`src/rtl/escalonador_jogo_if.sv`:
```
// Control bundle between the Pong input/score logic and the game-timing controller.
// All signals are single-cycle strobes or registered status; no handshake back-pressure.
interface escalonador_jogo_if #(
    parameter int NIVEIS = 8
);
    localparam int NW = (NIVEIS > 1) ? $clog2(NIVEIS) : 1;

    // Command pulses are high for exactly one clock and sampled at the rising
    // edge; tick/saque are one-cycle strobes, the rest is level status.
    logic          iniciar;
    logic          pausar;
    logic          rebatida;
    logic          ponto;
    logic          tick;
    logic          saque;
    logic          jogando;
    logic [NW-1:0] nivel;
    logic [1:0]    estado;

    modport master (
        output iniciar, pausar, rebatida, ponto,
        input  tick, saque, jogando, nivel, estado
    );

    modport slave (
        input  iniciar, pausar, rebatida, ponto,
        output tick, saque, jogando, nivel, estado
    );
endinterface

```
`src/rtl/escalonador_jogo.sv`:
```
// Game-timing controller: prescaler-driven ball tick with serve delay,
// per-hit speed levels and pause/resume.
module escalonador_jogo #(
    parameter int PERIODO_BASE = 50000,
    parameter int PASSO        = 5000,
    parameter int NIVEIS       = 8,
    parameter int TICKS_SAQUE  = 60
) (
    input logic               clock,
    input logic               zera_n,
    escalonador_jogo_if.slave bus
);
    localparam int CW = (PERIODO_BASE > 1) ? $clog2(PERIODO_BASE) : 1;
    localparam int NW = (NIVEIS > 1) ? $clog2(NIVEIS) : 1;
    localparam int SW = (TICKS_SAQUE > 1) ? $clog2(TICKS_SAQUE) : 1;

    localparam logic [CW-1:0] BASE_C    = CW'(PERIODO_BASE);
    localparam logic [CW-1:0] PASSO_C   = CW'(PASSO);
    localparam logic [NW-1:0] NIVEL_MAX = NW'(NIVEIS - 1);
    localparam logic [SW-1:0] SERVE_FIM = SW'(TICKS_SAQUE - 1);

    typedef enum logic [1:0] {
        OCIOSO  = 2'd0,
        SAQUE   = 2'd1,
        JOGANDO = 2'd2,
        PAUSA   = 2'd3
    } estado_t;

    estado_t       r_estado;
    logic [CW-1:0] r_contagem;
    logic [NW-1:0] r_nivel;
    logic [SW-1:0] r_serve;
    logic          r_retorno;
    logic          r_tick;
    logic          r_saque;
    logic          r_jogando;

    logic [CW-1:0] w_periodo;
    logic [CW-1:0] w_limite;
    logic          w_wrap;
    logic [CW-1:0] w_cont_prox;
    logic          w_reinicia;

    // Period is evaluated at prescaler width so a level change takes effect
    // on the very next comparison without touching the running count.
    assign w_periodo   = BASE_C - (CW'(r_nivel) * PASSO_C);
    assign w_limite    = w_periodo - CW'(1);
    assign w_wrap      = (r_contagem >= w_limite);
    assign w_cont_prox = w_wrap ? '0 : (r_contagem + CW'(1));

    // Start wins everywhere except PAUSA; a point only counts while playing.
    assign w_reinicia = (bus.iniciar && (r_estado != PAUSA))
                      || (bus.ponto && (r_estado == JOGANDO));

    always_ff @(posedge clock or negedge zera_n) begin
        if (!zera_n) begin
            r_estado   <= OCIOSO;
            r_contagem <= '0;
            r_nivel    <= '0;
            r_serve    <= '0;
            r_retorno  <= 1'b0;
            r_tick     <= 1'b0;
            r_saque    <= 1'b0;
            r_jogando  <= 1'b0;
        end else begin
            r_tick  <= 1'b0;
            r_saque <= 1'b0;
            if (w_reinicia) begin
                r_estado   <= SAQUE;
                r_jogando  <= 1'b0;
                r_contagem <= '0;
                r_nivel    <= '0;
                r_serve    <= '0;
            end else begin
                case (r_estado)
                    OCIOSO: begin
                        r_contagem <= '0;
                    end
                    SAQUE: begin
                        if (bus.pausar) begin
                            r_estado  <= PAUSA;
                            r_retorno <= 1'b0;
                        end else begin
                            r_contagem <= w_cont_prox;
                            if (w_wrap) begin
                                if (r_serve == SERVE_FIM) begin
                                    r_estado  <= JOGANDO;
                                    r_jogando <= 1'b1;
                                    r_saque   <= 1'b1;
                                    r_serve   <= '0;
                                end else begin
                                    r_serve <= r_serve + SW'(1);
                                end
                            end
                        end
                    end
                    JOGANDO: begin
                        if (bus.pausar) begin
                            r_estado  <= PAUSA;
                            r_retorno <= 1'b1;
                            r_jogando <= 1'b0;
                        end else begin
                            r_contagem <= w_cont_prox;
                            r_tick     <= w_wrap;
                            if (bus.rebatida && (r_nivel != NIVEL_MAX)) begin
                                r_nivel <= r_nivel + NW'(1);
                            end
                        end
                    end
                    PAUSA: begin
                        // r_retorno: 1 = resume into JOGANDO, 0 = resume into SAQUE.
                        if (bus.pausar) begin
                            r_estado  <= r_retorno ? JOGANDO : SAQUE;
                            r_jogando <= r_retorno;
                        end
                    end
                    default: begin
                        r_estado <= OCIOSO;
                    end
                endcase
            end
        end
    end

    assign bus.tick    = r_tick;
    assign bus.saque   = r_saque;
    assign bus.jogando = r_jogando;
    assign bus.nivel   = r_nivel;
    assign bus.estado  = r_estado;
endmodule

```
`src/flat_wrapper.sv`:
```
// flat-port wrapper written by rule: the top's interface ports become plain ports
module escalonador_jogo_flat 
#(
    parameter int PERIODO_BASE = 50000,
    parameter int PASSO        = 5000,
    parameter int NIVEIS       = 8,
    parameter int TICKS_SAQUE  = 60
)
  (clock, zera_n, bus_iniciar, bus_pausar, bus_rebatida, bus_ponto, bus_tick, bus_saque, bus_jogando, bus_nivel, bus_estado);
  escalonador_jogo_if #(.NIVEIS(NIVEIS)) bus_i ();
  input logic clock;
  input logic zera_n;
  input wire logic [$bits(bus_i.iniciar)-1:0] bus_iniciar;
  input wire logic [$bits(bus_i.pausar)-1:0] bus_pausar;
  input wire logic [$bits(bus_i.rebatida)-1:0] bus_rebatida;
  input wire logic [$bits(bus_i.ponto)-1:0] bus_ponto;
  output wire logic [$bits(bus_i.tick)-1:0] bus_tick;
  output wire logic [$bits(bus_i.saque)-1:0] bus_saque;
  output wire logic [$bits(bus_i.jogando)-1:0] bus_jogando;
  output wire logic [$bits(bus_i.nivel)-1:0] bus_nivel;
  output wire logic [$bits(bus_i.estado)-1:0] bus_estado;
  assign bus_i.iniciar = bus_iniciar;
  assign bus_i.pausar = bus_pausar;
  assign bus_i.rebatida = bus_rebatida;
  assign bus_i.ponto = bus_ponto;
  assign bus_tick = bus_i.tick;
  assign bus_saque = bus_i.saque;
  assign bus_jogando = bus_i.jogando;
  assign bus_nivel = bus_i.nivel;
  assign bus_estado = bus_i.estado;
  escalonador_jogo #(.PERIODO_BASE(PERIODO_BASE), .PASSO(PASSO), .NIVEIS(NIVEIS), .TICKS_SAQUE(TICKS_SAQUE)) u_core (.clock(clock), .zera_n(zera_n), .bus(bus_i));
endmodule
```
`config.mk`:
```
export PLATFORM = sky130hd
export DESIGN_NAME = escalonador_jogo_flat
export DESIGN_NICKNAME = d
export VERILOG_FILES = /design/src/rtl/escalonador_jogo_if.sv /design/src/rtl/escalonador_jogo.sv /design/src/flat_wrapper.sv
export SDC_FILE = /design/constraint.sdc
export NUM_CORES = 1
export LEC_CHECK = 0
export CORE_MARGIN = 2
export CORE_UTILIZATION = 54
export DETAILED_ROUTE_END_ITERATION = 10
export PLACE_DENSITY = 0.87
export SYNTH_ARGS = -nofsm -noshare
export SYNTH_HDL_FRONTEND = slang
export SYNTH_SLANG_ARGS = --single-unit
```
`constraint.sdc`:
```
create_clock -name clock -period 4.87 [get_ports clock]
set_input_delay 0.974 -clock clock [delete_from_list [all_inputs] [get_ports clock]]
set_output_delay 0.974 -clock clock [all_outputs]
set_load 0.005 [all_outputs]
```
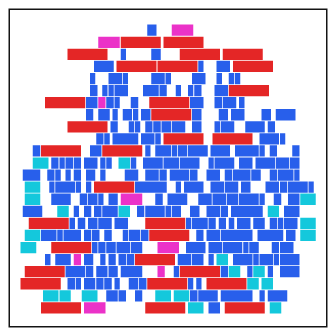
Run 1: placement by cell class
- magenta: clock drivers and dummy loads (cells 8)
- red: registers (cells 31)
- cyan: remaining buffers and delay cells (cells 24)
- blue: remaining logic cells (cells 238)

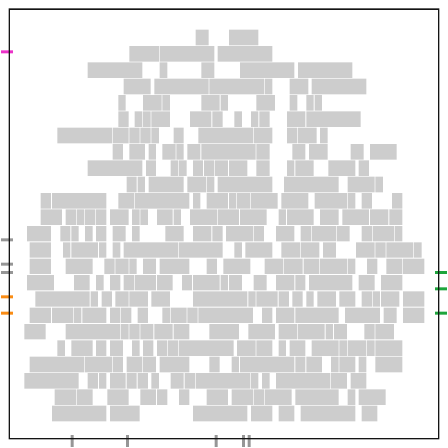
Run 1: I/O pins on the die edge
Pins as bars across the die edge, other pins in grey.
- green: bus_nivel (pins 3; direction output; edge right)
- orange: bus_estado (pins 2; direction output; edge left)
- magenta: clock (pins 1; direction input; edge left)
- all pins by edge: 6 left, 5 bottom, 3 right

==> results.toml, run 1 <==
# implementation run metrics
[grt]
grt_overflow = 0
grtUsageMet1 = 0.294
grt_max_degree = 32
top_usage_layer = "met2"
first_global_vias = 2084

[cells_and_area]
seq_area_frac = 0.276
layout_top_cells = "dfrtp_1, nor2_1, ha_1, a21oi_1, nand2_1"
nNonClkBuffers = 24
areaGrowthSynthToFinish_pct = 15.1
clkCellAreaFrac = 0.0299
layout_top_cell = "dfrtp_1"
fin_nets = 336
dominant_cells = "multi-input combinational cells"
logic_area_um2 = 1620
largest_register_ff_count = 16
regMostFlops = "u_core.r_contagem"
comb_share = 0.577
antenna_cells = 0
buf_share = 0.0758
nClkBuffers = 5
comb_cells = 225

[logic_synthesis]
mux_area_frac = 0.0215
async_flop_share = 1.00
synth.avg_cell_area_um2 = 8.80
netlist_logic_family_top = "simple AND/OR/NAND/NOR gates"
floorplan.nets = 313
synth_area_leader_cell = "dfrtp_1"
yosys-stat-area_um2 = 2440
yosys-top-cells-count = "dfrtp_1, nor2_1, ha_1"

[die]
chipArea_um2 = 5070
dieWidth_um = 71.2
initial_core_util = 0.560
die_h_um = 71.2
coreArea_um2 = 4350

[critical_path]
critPathMostFrequentCell = "ha_1"
crit_slowest_cell = "or4_1"
r2r_slack_ns = 0.30
slowest_delay_ns = 0.47
crit_arrival_ns = 4.77
crit_buf_inv = 2
path_depth = 17
required_ns = 5.07
cp_max_fo = 12
end_kind = "flip-flop"

[route]
firstDrtPassIters = 4
met3_length_um = 144
drcViolationCount = 0
via_count = 2094
routed_wl_um = 5250
top_layer = "met4"
wl_met1_um = 2430
drt_iter0_drc = 91
ant_nets = 0
via_per_inst = 5.93

[cts]
cts_tree = "yes"
cts_buffers = 5
numClockSinks = 31

[hold_path]
worstHoldEndpoint = "u_core.bus.jogando"
min_from = "u_core.bus.jogando"

[power_and_ir_drop]
intPower_uw = 618
cellLeakagePower_nw = 1.28
maxPowerGroup = "combinational logic"
pg_seq_uw = 312
net-switching-power_uw = 441
p_sw_frac = 0.416

[final_timing]
max_freq_mhz = 219
setup_tns_ns = 0
period_used_share = 0.939
setup_viol = 0
drv_slew = 0

[flow_run]
maxCapViolCount = 0
warnings = 34

[place]
hpwlAfterDp_um = 3860
port_buffers = 13
pre_cts_slack_ns = 0.100

[status]
status = "complete, no violations"
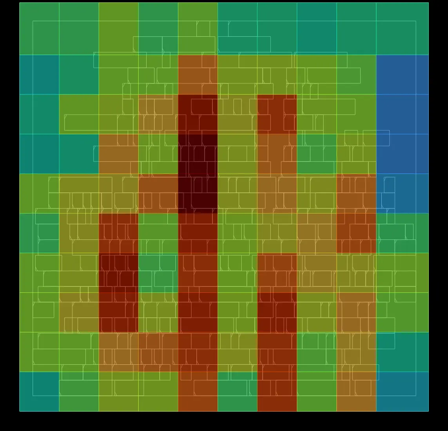
Run 1: routing congestion
met2 GRT Util: 0.378
global-route usage over all layers: 0.229
GR Util met3: 0.0356
DR WL/cell: 14.9 um

Run 1, metal layers overlaid:
Only two layers are drawn.
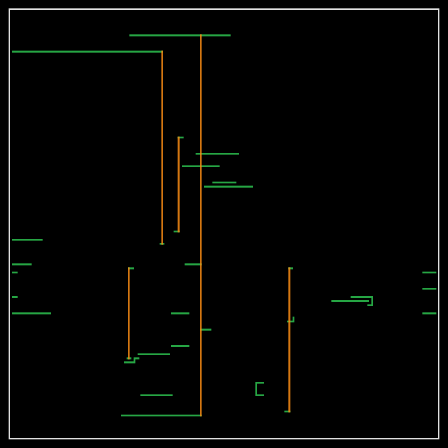

==> inputs of run 2 (changes only) <==
==> constraint.sdc (replaced) <==
create_clock -name clock -period 4.87 [get_ports clock]
set_input_delay 0.974 -clock clock [delete_from_list [all_inputs] [get_ports clock]]
set_output_delay 0.974 -clock clock [all_outputs]
set_load 0.05 [all_outputs]
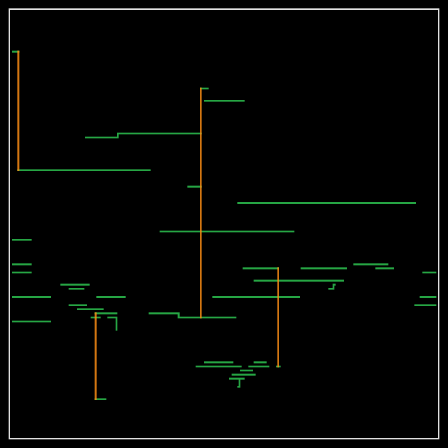
Run 2: metal layers overlaid
Only two layers are drawn.
- orange: M4 (wire length 88.4 um)
- green: M3 (wire length 255 um)

==> results.toml, run 2 <==
# implementation run metrics
[die]
dieWidth_um = 71.2
die_h_um = 71.2
chipArea_um2 = 5070
coreArea_um2 = 4350
initial_core_util = 0.560

[cells_and_area]
clkCellAreaFrac = 0.0284
areaGrowthSynthToFinish_pct = 17.5
buf_share = 0.0900
seq_area_frac = 0.272
largest_register_ff_count = 16
nNonClkBuffers = 30
fin_nets = 342
dominant_cells = "multi-input combinational cells"
nClkBuffers = 7
comb_cells = 225
regMostFlops = "u_core.r_contagem"
antenna_cells = 0
comb_share = 0.568

[final_timing]
setup_tns_ns = 0
drv_slew = 0
period_used_share = 0.967
setup_viol = 0

[grt]
grt_max_degree = 21
top_usage_layer = "met2"
grtUsageMet1 = 0.295
first_global_vias = 1992
use_met2 = 0.378
gr-usage-all-layers = 0.226
grt_overflow = 0
use_met3 = 0.0342

[power_and_ir_drop]
pg_seq_uw = 316
maxPowerGroup = "combinational logic"
net-switching-power_uw = 495
intPower_uw = 626
cellLeakagePower_nw = 1.29

[critical_path]
end_kind = "flip-flop"
crit_slowest_cell = "fa_2"
path_depth = 18
crit_arrival_ns = 4.92
crit_buf_inv = 5
required_ns = 5.08
slowest_delay_ns = 0.60
r2r_slack_ns = 0.16
cp_max_fo = 6

[route]
drt_iter0_drc = 113
top_layer = "met4"
met3_length_um = 254
wl_met1_um = 2420
drcViolationCount = 0
via_per_inst = 6.02
routed_wl_um = 5520

[logic_synthesis]
synthMostInstantiatedCell = "dfrtp_1"
async_flop_share = 1.00
yosys-top-cells-count = "dfrtp_1, nor2_1, ha_1"
mux_area_frac = 0.0215
synth_area_leader_cell = "dfrtp_1"
netlist_logic_family_top = "simple AND/OR/NAND/NOR gates"
floorplan.nets = 313

[flow_run]
warnings = 34
maxCapViolCount = 0

[status]
status = "complete, no violations"

[place]
pre_cts_slack_ns = 0.102
hpwlAfterDp_um = 3890
port_buffers = 13

[cts]
numClockSinks = 31
cts_tree = "yes"

[hold_path]
min_from = "u_core.bus.jogando"
worstHoldEndpoint = "u_core.bus.jogando"
